### Cells coloured by class

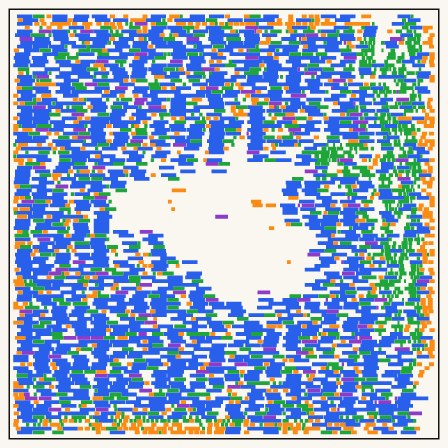
### Placement view

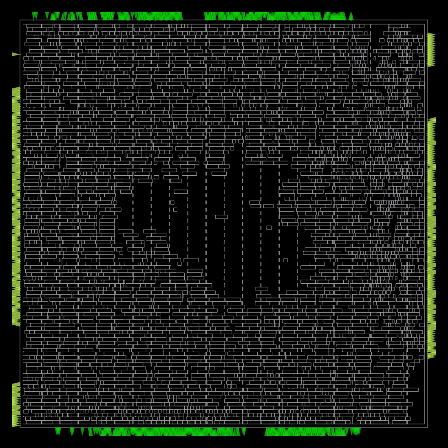
### Met3 routing

Bar = 100 um.
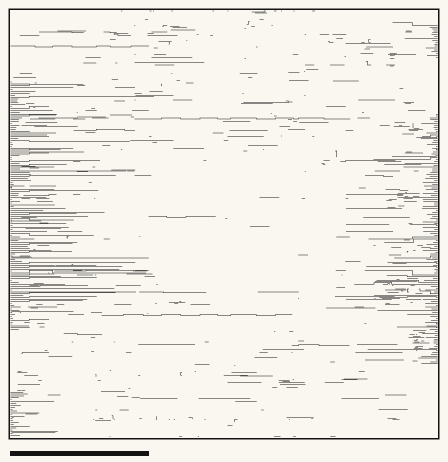
### Cell area per tile

The die is cut into 31 by 31 equal tiles; white is low, dark blue is high, 0 to 100% covered.
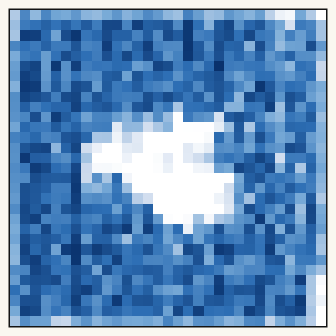
==> config.mk <==
export PLATFORM = sky130hd
export DESIGN_NAME = tri_issue_driver
export DESIGN_NICKNAME = d
export VERILOG_FILES = /design/src/rtl/tri_issue_driver.sv
export SDC_FILE = /design/constraint.sdc
export NUM_CORES = 2
export LEC_CHECK = 0
export ABC_CLOCK_PERIOD_IN_PS = 26500
export CAP_MARGIN = 20
export CORE_MARGIN = 2
export CORE_UTILIZATION = 54
export CTS_CLUSTER_DIAMETER = 120
export CTS_CLUSTER_SIZE = 14
export DETAILED_ROUTE_END_ITERATION = 7
export PLACE_DENSITY_LB_ADDON = 0.25
export REMOVE_ABC_BUFFERS = 1
export SYNTH_ARGS = -nofsm -noshare
export SYNTH_HDL_FRONTEND = slang
export SYNTH_SLANG_ARGS = --single-unit
==> constraint.sdc <==
create_clock -name clk -period 26.5 [get_ports clk]
set_input_delay 5.3 -clock clk [delete_from_list [all_inputs] [get_ports clk]]
set_output_delay 5.3 -clock clk [all_outputs]
set_load 0.005 [all_outputs]
==> impl_metrics.yaml <==
# flow metrics
outcome:
  run_status: "finished, final reports clean"
grt:
  first_global_vias: 28100
  antenna_found_initial: 38
  remaining_overflow_grt: 0
  grt_usage_pct: 24.9
critical_path:
  rr_worst_depth: 6
  critical_path_required_ps: 21200
  timing.critical_path.max_delay_family: "buffers and inverters"
  critical_path_arrival_ps: 5160
  cp_common_cell: "sky130_fd_sc_hd__buf_4"
  path_class: "flip-flop to output pin"
  critical_path.cell_chain: "buf_4, buf_4, buf_4, mux4_2, and3_1, clkdlybuf4s50_1"
  critPathSlowestCell: "sky130_fd_sc_hd__dfrtp_4"
  setup.worst_path.start_class: "flip-flop"
  critical_path.endpoint_type: "output pin"
route:
  post-route-drc-count: 0
  drtIter0Drc: 2607
  viasPerCell: 6.15
  antenna_left: 0
  dr.pass1.iters: 6
  wl_per_cell_um: 26.8
placed_design:
  dpl.hpwl_um: 74200
  placement_cell_area_mm2: 0.0579
synthesis:
  post_synth_instance_area_mm2: 0.0498
  postSynthRegisterBits: 1264
  flop_cell: "sky130_fd_sc_hd__edfxtp_1"
  synth-area-yosys_mm2: 0.0498
  synth_top_cell_by_count: "sky130_fd_sc_hd__edfxtp_1"
  synth_cells: 2563
  async_flop_share_pct: 8.54
  synthesis.yosys.warnings: 0
  post-synth-top-area-cell: "sky130_fd_sc_hd__edfxtp_1"
  postSynthSeqShare_pct: 75.1
  synthDominantCellAreaShare_pct: 69.6
  synth.cells.most_frequent: "sky130_fd_sc_hd__edfxtp_1, sky130_fd_sc_hd__and3_1, sky130_fd_sc_hd__mux4_2"
pwr:
  p_int_mw: 4.29
  peak_supply_drop_v: 0.000124
  net_sw_share_pct: 29.6
  clock_group_share_of_total_power_pct: 22.2
  power.leakage_nw: 20.3
  reg_power_share_pct: 45.0
  pwr_density_cell_mw_per_mm2: 100
flow_run:
  number_of_warnings_the_tools_reported: 49
  max-cap-violations: 0
worst_hold_path:
  min-delay-path-class: "flip-flop to flip-flop"
floorplanning:
  floorplan.io_pins: 681
  die_width_um: 308
cells_and_area:
  largest_register_ffs: 1156
  nets: 3519
  signed_area_change_from_the_synthesized_netlist_to_the_final_layout_pct: 21.8
  final_cell_area_mm2: 0.0607
clocking:
  cts.sinks: 1264
  clkSlewWorstSetupHoldPaths_ps: 60
  cts-root-to-sink-buffers: 3
  clock_latency_at_the_later_pin_of_the_worst_skew_pair_ps: 700
  cts.repair_timing.setup_buffer_count: 0
  tritoncts: "built"
sta:
  worst_slew_margin_rel_pct: 15.4
  maxSlewViolCount: 0
  finalSetupTns_ps: 0
  worst_hold_slack_ps: 528
  timing.final.setup_violations: 0
  hold_violations: 0
  max_slew.worst_pin.slew_ps: 1270
  share_of_the_clock_period_used_by_the_worst_path_after_layout_pct: 39.5
Back to the opening pictures, 'Cells coloured by class':
| colour | class | cells | share of their area |
|---|---|---|---|
| green | remaining logic cells | 1129 | 20% |
| blue | registers | 1264 | 63% |
| purple | clock drivers and dummy loads | 133 | 4.7% |
| orange | remaining buffers and delay cells | 716 | 12% |
post-route core utilization: 66.4%
placeable core region: 0.0915 mm^2

Back to the opening pictures, 'Placement view':
number of core rows: 111
registers: 1264
Fillers: 5960

Back to the opening pictures, 'Met3 routing':
share of all routed wire: 7.7%
main direction: horizontal
global-route met3 utilization: 6.88%
WL final: 119000 um
routed vias: 27400

Back to the opening pictures, 'Cell area per tile':
emptiest ninth of the die: centre
tiles over 75% full: 37%
nearly empty tiles: 7.0%
mean over tiles: 63%
FP Core Util: 54.5%

## layer usage
layer	global-route usage [%]	vias up	share of wire (%)
met2	42.2	1008	52
met5	0	-	0.17
li1	-	11900	-
met3	6.88	195	7.7
met4	7.85	30	2.7
met1	31.4	14300	37
## layout make-up
type                       count  area (um^2)  share of cell area [%]
inverter                      18         67.6                   0.111
timing repair buffer         716         7190                    11.8
clock buffer                 126         2620                    4.32
clock inverter                 7          158                   0.260
multi-input combinational   1111        11700                    19.3
sequential                  1264        37400                    61.6
tap                         1186         1480                    2.44
antenna                       20         50.0                  0.0824
## power groups by stage
stage / combinational (mW) / clock (mW) / sequential (mW)
2_1_floorplan: 1.35 / 0 / 3.01
3_3_place_gp: 2.00 / 0 / 2.76
3_5_place_dp: 2.01 / 0 / 2.79
4_1_cts: 2.02 / 1.38 / 2.75
5_1_grt: 2.13 / 1.45 / 2.77
6_report: 2.00 / 1.36 / 2.74
## through the flow
stage | total power, mW | worst slack [ps] | std cells | util, %
finish | 6.09 | 16040 | 4448 | 66.4
global route | 6.35 | 15480 | 4445 | 66.4
CTS | 6.15 | 15750 | 4426 | 66.2
detailed placement | 4.80 | 16510 | 4293 | 63.2
global placement | 4.76 | 16460 | 4292 | 63.2
floorplan | 4.35 | 5070 | 2393 | -
## kinds of logic after synthesis
| kind of cell | Yosys count | share of synthesized area, % |
|---|---|---|
| fa+ha+maj | 14 | 0.351 |
| buf+inv | 188 | 1.47 |
| mux | 307 | 13.5 |
| flops | 1264 | 75.1 |
| simple gates | 602 | 7.32 |
| compound gates | 176 | 2.12 |
| xor+xnor | 12 | 0.211 |
Power and IR drop assume default switching activity.
